zoom.png
Bar = 10 um. Window x 23 to 53, y 60 to 90 um. Cells in grey, sequential cells in the stronger grey; small squares are vias.
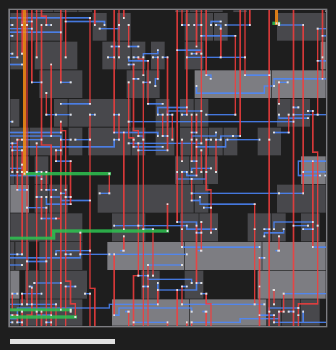
metal_stack.png
Two of the layers only.
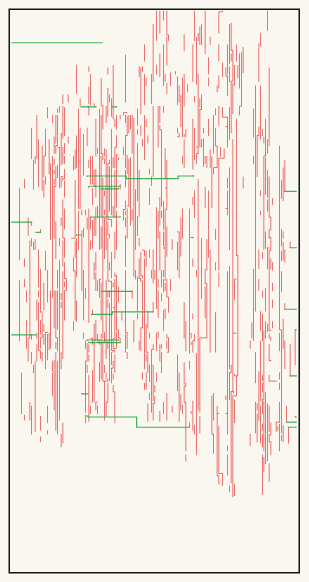
met4.png
Supply wires on this layer in grey.
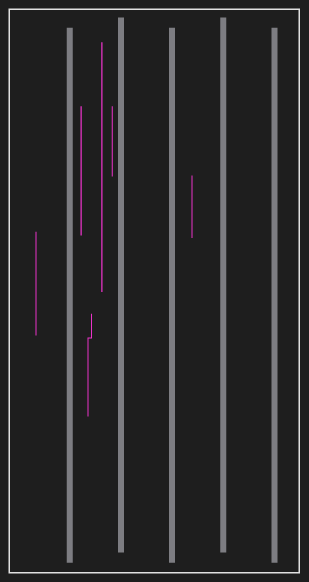
met1.png
Supply wires on this layer in grey.
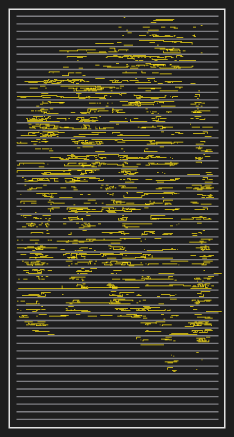
--- config.mk ---
export PLATFORM = sky130hd
export DESIGN_NAME = uart_rx_fifo
export DESIGN_NICKNAME = d
export VERILOG_FILES = /design/src/rtl/uart_pkg.sv /design/src/rtl/sync_fifo.sv /design/src/rtl/uart_rx_fifo.sv
export SDC_FILE = /design/constraint.sdc
export NUM_CORES = 1
export LEC_CHECK = 0
export ABC_AREA = 1
export ABC_CLOCK_PERIOD_IN_PS = 4300
export CORE_ASPECT_RATIO = 2
export CORE_MARGIN = 2
export CORE_UTILIZATION = 40
export CTS_CLUSTER_DIAMETER = 200
export DETAILED_ROUTE_END_ITERATION = 7
export PLACE_DENSITY_LB_ADDON = 0.3
export REMOVE_ABC_BUFFERS = 1
export SKIP_CTS_REPAIR_TIMING = 1
export SYNTH_ARGS = -nofsm -noshare
export SYNTH_HDL_FRONTEND = slang
export SYNTH_SLANG_ARGS = --single-unit
export TNS_END_PERCENT = 1
--- constraint.sdc ---
create_clock -name clk -period 4.3 [get_ports clk]
set_input_delay 1.29 -clock clk [delete_from_list [all_inputs] [get_ports clk]]
set_output_delay 1.29 -clock clk [all_outputs]
set_load 0.05 [all_outputs]
--- src/rtl/uart_pkg.sv ---
// Shared definitions for the UART receive/transmit blocks: parity encodings,
// receiver state encoding and the baud-tick divisor.
package uart_pkg;

  localparam int PAR_NONE = 0;
  localparam int PAR_ODD  = 1;
  localparam int PAR_EVEN = 2;

  typedef enum logic [2:0] {
    ST_IDLE,
    ST_START,
    ST_DATA,
    ST_PARITY,
    ST_STOP,
    ST_WAIT_IDLE
  } rx_state_t;

  function automatic int calc_div(input int clock, input int baud, input int ovs);
    return clock / (baud * ovs);
  endfunction

endpackage

--- src/rtl/sync_fifo.sv ---
// First-word-fall-through synchronous FIFO; read data is the head entry while
// not empty and zero otherwise. A write while full is accepted only with a pop.
module sync_fifo #(
  parameter int WIDTH = 8,
  parameter int DEPTH = 4
) (
  input  logic             clk,
  input  logic             rst,
  input  logic             wr_en,
  input  logic [WIDTH-1:0] wr_data,
  input  logic             rd_en,
  output logic [WIDTH-1:0] rd_data,
  output logic             empty,
  output logic             full
);

  localparam int AW = $clog2(DEPTH);

  logic [WIDTH-1:0] mem [DEPTH];
  logic [AW:0]      wr_ptr;
  logic [AW:0]      rd_ptr;
  logic             do_rd;
  logic             do_wr;

  assign empty   = (wr_ptr == rd_ptr);
  assign full    = (wr_ptr[AW-1:0] == rd_ptr[AW-1:0]) && (wr_ptr[AW] != rd_ptr[AW]);
  assign do_rd   = rd_en && !empty;
  assign do_wr   = wr_en && (!full || do_rd);
  assign rd_data = empty ? '0 : mem[rd_ptr[AW-1:0]];

  always_ff @(posedge clk) begin
    if (!rst) begin
      wr_ptr <= '0;
      rd_ptr <= '0;
    end else begin
      if (do_wr) wr_ptr <= wr_ptr + {{AW{1'b0}}, 1'b1};
      if (do_rd) rd_ptr <= rd_ptr + {{AW{1'b0}}, 1'b1};
    end
  end

  always_ff @(posedge clk) begin
    if (do_wr) mem[wr_ptr[AW-1:0]] <= wr_data;
  end

endmodule

--- src/rtl/uart_rx_fifo.sv ---
// Oversampling UART receiver with 3-sample majority vote, optional parity,
// 1/2 stop bits, sticky error flags and a FWFT receive buffer.
//
// state        | meaning
// ST_IDLE      | line idle, waiting for a synced falling edge
// ST_START     | validating the start bit (majority 1 = glitch, back to idle)
// ST_DATA      | shifting in DATA_BITS payload bits, LSB first
// ST_PARITY    | checking the parity bit
// ST_STOP      | sampling STOP_BITS stop bits; frame verdict at the last vote
// ST_WAIT_IDLE | after a framing error, wait for the line to return high
module uart_rx_fifo import uart_pkg::*; #(
  parameter int CLOCK      = 100000000,
  parameter int BAUD       = 9600,
  parameter int OVS        = 16,
  parameter int DATA_BITS  = 8,
  parameter int PARITY     = 0,
  parameter int STOP_BITS  = 1,
  parameter int FIFO_DEPTH = 4
) (
  input  logic       clk,
  input  logic       rst,
  input  logic       rx,
  input  logic       rd_en,
  input  logic       clr_err,
  output logic [7:0] rd_data,
  output logic       rd_valid,
  output logic       fifo_full,
  output logic       busy,
  output logic       frame_err,
  output logic       parity_err,
  output logic       overrun
);

  localparam int DIV = calc_div(CLOCK, BAUD, OVS);
  localparam int TW  = (DIV > 1) ? $clog2(DIV) : 1;
  localparam int OW  = $clog2(OVS);

  localparam logic [TW-1:0] TICK_TC   = TW'(DIV - 1);
  localparam logic [OW-1:0] OS_LAST   = OW'(OVS - 1);
  localparam logic [OW-1:0] SAMP_A    = OW'(OVS / 2 - 1);
  localparam logic [OW-1:0] SAMP_B    = OW'(OVS / 2);
  localparam logic [OW-1:0] SAMP_C    = OW'(OVS / 2 + 1);
  localparam logic [3:0]    DATA_LAST = 4'(DATA_BITS - 1);
  localparam logic [3:0]    STOP_LAST = 4'(STOP_BITS - 1);

  rx_state_t            state;
  logic                 rx_meta;
  logic                 rx_sync;
  logic                 rx_prev;
  logic [TW-1:0]        tick_cnt;
  logic [OW-1:0]        os_cnt;
  logic [3:0]           bit_cnt;
  logic                 samp_a;
  logic                 samp_b;
  logic [DATA_BITS-1:0] shreg;
  logic                 par_bad;
  logic                 stop_bad;
  logic                 commit_stb;
  logic                 commit_perr;
  logic                 commit_ferr;
  logic [7:0]           commit_data;

  logic tick;
  logic vote_pt;
  logic vote_bit;
  logic exp_par;
  logic last_bad;
  logic push;
  logic ovr_evt;
  logic fifo_empty;

  assign tick     = (tick_cnt == TICK_TC);
  assign vote_pt  = tick && (os_cnt == SAMP_C);
  assign vote_bit = (samp_a & samp_b) | (samp_a & rx_sync) | (samp_b & rx_sync);
  assign exp_par  = (PARITY == PAR_EVEN) ? ^shreg : ~^shreg;
  assign last_bad = stop_bad | ~vote_bit;
  assign busy     = (state != ST_IDLE);

  always_ff @(posedge clk) begin
    if (!rst) begin
      state       <= ST_IDLE;
      rx_meta     <= 1'b1;
      rx_sync     <= 1'b1;
      rx_prev     <= 1'b1;
      tick_cnt    <= '0;
      os_cnt      <= '0;
      bit_cnt     <= '0;
      samp_a      <= 1'b1;
      samp_b      <= 1'b1;
      shreg       <= '0;
      par_bad     <= 1'b0;
      stop_bad    <= 1'b0;
      commit_stb  <= 1'b0;
      commit_perr <= 1'b0;
      commit_ferr <= 1'b0;
      commit_data <= '0;
    end else begin
      rx_meta    <= rx;
      rx_sync    <= rx_meta;
      rx_prev    <= rx_sync;
      commit_stb <= 1'b0;
      tick_cnt   <= tick ? '0 : tick_cnt + TW'(1);
      if (tick) begin
        os_cnt <= (os_cnt == OS_LAST) ? '0 : os_cnt + OW'(1);
        if (os_cnt == SAMP_A) samp_a <= rx_sync;
        if (os_cnt == SAMP_B) samp_b <= rx_sync;
      end

      // State changes happen at the vote point; os_cnt keeps running across
      // bit boundaries so the next vote lands mid-way through the next bit.
      case (state)
        ST_IDLE: begin
          if (rx_prev && !rx_sync) begin
            state    <= ST_START;
            tick_cnt <= '0;
            os_cnt   <= '0;
            bit_cnt  <= '0;
          end
        end
        ST_START: begin
          if (vote_pt) begin
            state    <= vote_bit ? ST_IDLE : ST_DATA;
            par_bad  <= 1'b0;
            stop_bad <= 1'b0;
          end
        end
        ST_DATA: begin
          if (vote_pt) begin
            shreg <= {vote_bit, shreg[DATA_BITS-1:1]};
            if (bit_cnt == DATA_LAST) begin
              bit_cnt <= '0;
              state   <= (PARITY != PAR_NONE) ? ST_PARITY : ST_STOP;
            end else begin
              bit_cnt <= bit_cnt + 4'd1;
            end
          end
        end
        ST_PARITY: begin
          if (vote_pt) begin
            par_bad <= (vote_bit != exp_par);
            state   <= ST_STOP;
          end
        end
        ST_STOP: begin
          if (vote_pt) begin
            if (bit_cnt == STOP_LAST) begin
              bit_cnt     <= '0;
              commit_stb  <= 1'b1;
              commit_perr <= par_bad;
              commit_ferr <= last_bad;
              commit_data <= 8'(shreg);
              state       <= last_bad ? ST_WAIT_IDLE : ST_IDLE;
            end else begin
              stop_bad <= last_bad;
              bit_cnt  <= bit_cnt + 4'd1;
            end
          end
        end
        ST_WAIT_IDLE: begin
          if (rx_sync) state <= ST_IDLE;
        end
        default: state <= ST_IDLE;
      endcase
    end
  end

  assign push    = commit_stb && !commit_perr && !commit_ferr;
  assign ovr_evt = push && fifo_full && !rd_en;

  // A new error event takes priority over a coincident clear.
  always_ff @(posedge clk) begin
    if (!rst) begin
      frame_err  <= 1'b0;
      parity_err <= 1'b0;
      overrun    <= 1'b0;
    end else begin
      if (commit_stb && commit_ferr) frame_err <= 1'b1;
      else if (clr_err)              frame_err <= 1'b0;
      if (commit_stb && commit_perr) parity_err <= 1'b1;
      else if (clr_err)              parity_err <= 1'b0;
      if (ovr_evt)                   overrun <= 1'b1;
      else if (clr_err)              overrun <= 1'b0;
    end
  end

  sync_fifo #(
    .WIDTH (8),
    .DEPTH (FIFO_DEPTH)
  ) u_fifo (
    .clk     (clk),
    .rst     (rst),
    .wr_en   (push),
    .wr_data (commit_data),
    .rd_en   (rd_en),
    .rd_data (rd_data),
    .empty   (fifo_empty),
    .full    (fifo_full)
  );

  assign rd_valid = !fifo_empty;

endmodule
==> qor.json <==
{
  "yosys": {
    "ys_seq_elements": 90,
    "yosysWarnings": 0,
    "synth_async_sr_flop_share": 0,
    "largest_area_cell": "sky130_fd_sc_hd__dfxtp_1",
    "post_synth_num_cell_types": 38,
    "yosysChipArea_mm2": 0.004212,
    "common_cells": "sky130_fd_sc_hd__nor2_1, sky130_fd_sc_hd__nand2_1, sky130_fd_sc_hd__dfxtp_1"
  },
  "run_status": {
    "status": "finished clean"
  },
  "sta": {
    "tns_ns": 0,
    "fin_crit_ns": 3.835,
    "max_freq_mhz": 260.8,
    "final_setup_viols": 0,
    "number_of_pins_exceeding_their_max_slew_limit_in_the_final_report": 0
  },
  "final_layout": {
    "fillerInstances": 1043,
    "post-route-cell-area_mm2": 0.004783
  },
  "power": {
    "p_sw_uw": 715.3,
    "power.switching_fraction": 0.3185
  },
  "global_routing": {
    "globalRouteOverflowTotal": 0
  },
  "flow_run": {
    "cap_violations": 0
  },
  "placed_design": {
    "placed_wire_length_estimate_um": 5900
  },
  "cts": {
    "numClockSinks": 90,
    "worst_setup_hold_path_clk_slew_ns": 0.06
  },
  "critical_path": {
    "timing.reg2reg.setup_slack_ns": 2.20,
    "startpoint_type": "flop"
  }
}
-- zoom.png (at the start) --
[green] met3
[orange] met4
[blue] met1
[red] met2
netlist names of flops here include: `shreg` (5), `commit_data` (3)
sequential cells in the window: 8
cells with their middle in the window: 74
most frequent: nand2_1 (17), dfxtp_1 (8), nor2_1 (7)

-- metal_stack.png (at the start) --
[red] met2 | wire length: 4610 um
[green] met3 | wire length: 181 um

-- met4.png (at the start) --
share of all routed wire: 2.4%
wire length on this layer: 190 um
longest straight run: 66.0 um
nets with wire on the layer: 4
main direction: vertical

-- met1.png (at the start) --
share of all routed wire: 36%
main direction: horizontal
wire length on this layer: 2830 um

cells by family after synthesis:
family,Yosys count,synth area share
AND/OR/NAND/NOR,226,0.2505
flip-flops,90,0.5039
AND-OR/OR-AND,87,0.1179
buffers and inverters,76,0.07546
adder cells (fa/ha/maj),12,0.03565
XOR/XNOR,8,0.01664
routing by layer:
layer	wire [um]	global-route usage
met4	189	0.06818
met5	0	0
met2	4614	0.3084
met1	2831	0.1288
met3	180	0.03329
layout make-up:
class                           instances  area (um2)  share of cell area
Clock buffer                           10       229.0             0.04787
Clock inverter                          6       57.56             0.01203
Inverter                               65       244.0             0.05101
Multi-Input combinational cell        333        1772              0.3704
Sequential cell                        90        2122              0.4436
Tap cell                              137       171.4             0.03584
Timing Repair Buffer                   19       187.7             0.03924
path summary, 6_finish.rpt:
check / from / cells past startpoint / end
hold reg to reg: rx_meta / 1 / rx_sync
setup reg to reg: tick_cnt[0] / 9 / commit_ferr
setup / recovery: flop / 6 / rd_data[1]
hold / removal: rx_meta / 1 / rx_sync
per-stage QoR:
step	hold WS [ns]	util	setup WS, ns	cells	total power (uW)
after floorplan	0.3925	-	1.648	488	1387
after global placement	0.4224	0.4319	0.8553	644	1499
after detailed placement	0.4179	0.4319	0.8251	644	1513
after CTS	0.4314	0.4594	0.4614	660	2268
after global routing	0.4406	0.4594	0.2724	660	2370
final	0.4302	0.4594	0.4652	660	2246
critical path, stage by stage, from the launching register on:
cell and delay (ns):
sky130_fd_sc_hd__dfxtp_1 0.45, sky130_fd_sc_hd__inv_1 0.43, sky130_fd_sc_hd__nor2_1 0.09, sky130_fd_sc_hd__o32ai_1 0.27, sky130_fd_sc_hd__nand2_1 0.09, sky130_fd_sc_hd__inv_1 0.07
sky130_fd_sc_hd__clkdlybuf4s50_1 0.80
registers in the layout, indices dropped and copies added, names as in the netlist, 3 cells and up, named ones only:
signal and flops:
u_fifo.wr_ptr 3, u_fifo.mem 32, shreg 8, os_cnt 4, u_fifo.rd_ptr 3, tick_cnt 10, bit_cnt 4, commit_data 8
state 3
power groups by stage:
stage | sequential (uW) | clock (uW) | combinational (uW)
2_1_floorplan | 975 | 0 | 413
3_3_place_gp | 985 | 0 | 514
3_5_place_dp | 987 | 0 | 526
4_1_cts | 969 | 766 | 533
5_1_grt | 976 | 802 | 591
6_report | 969 | 746 | 530
Power figures rest on the tool's default switching activity, not on a simulated workload.
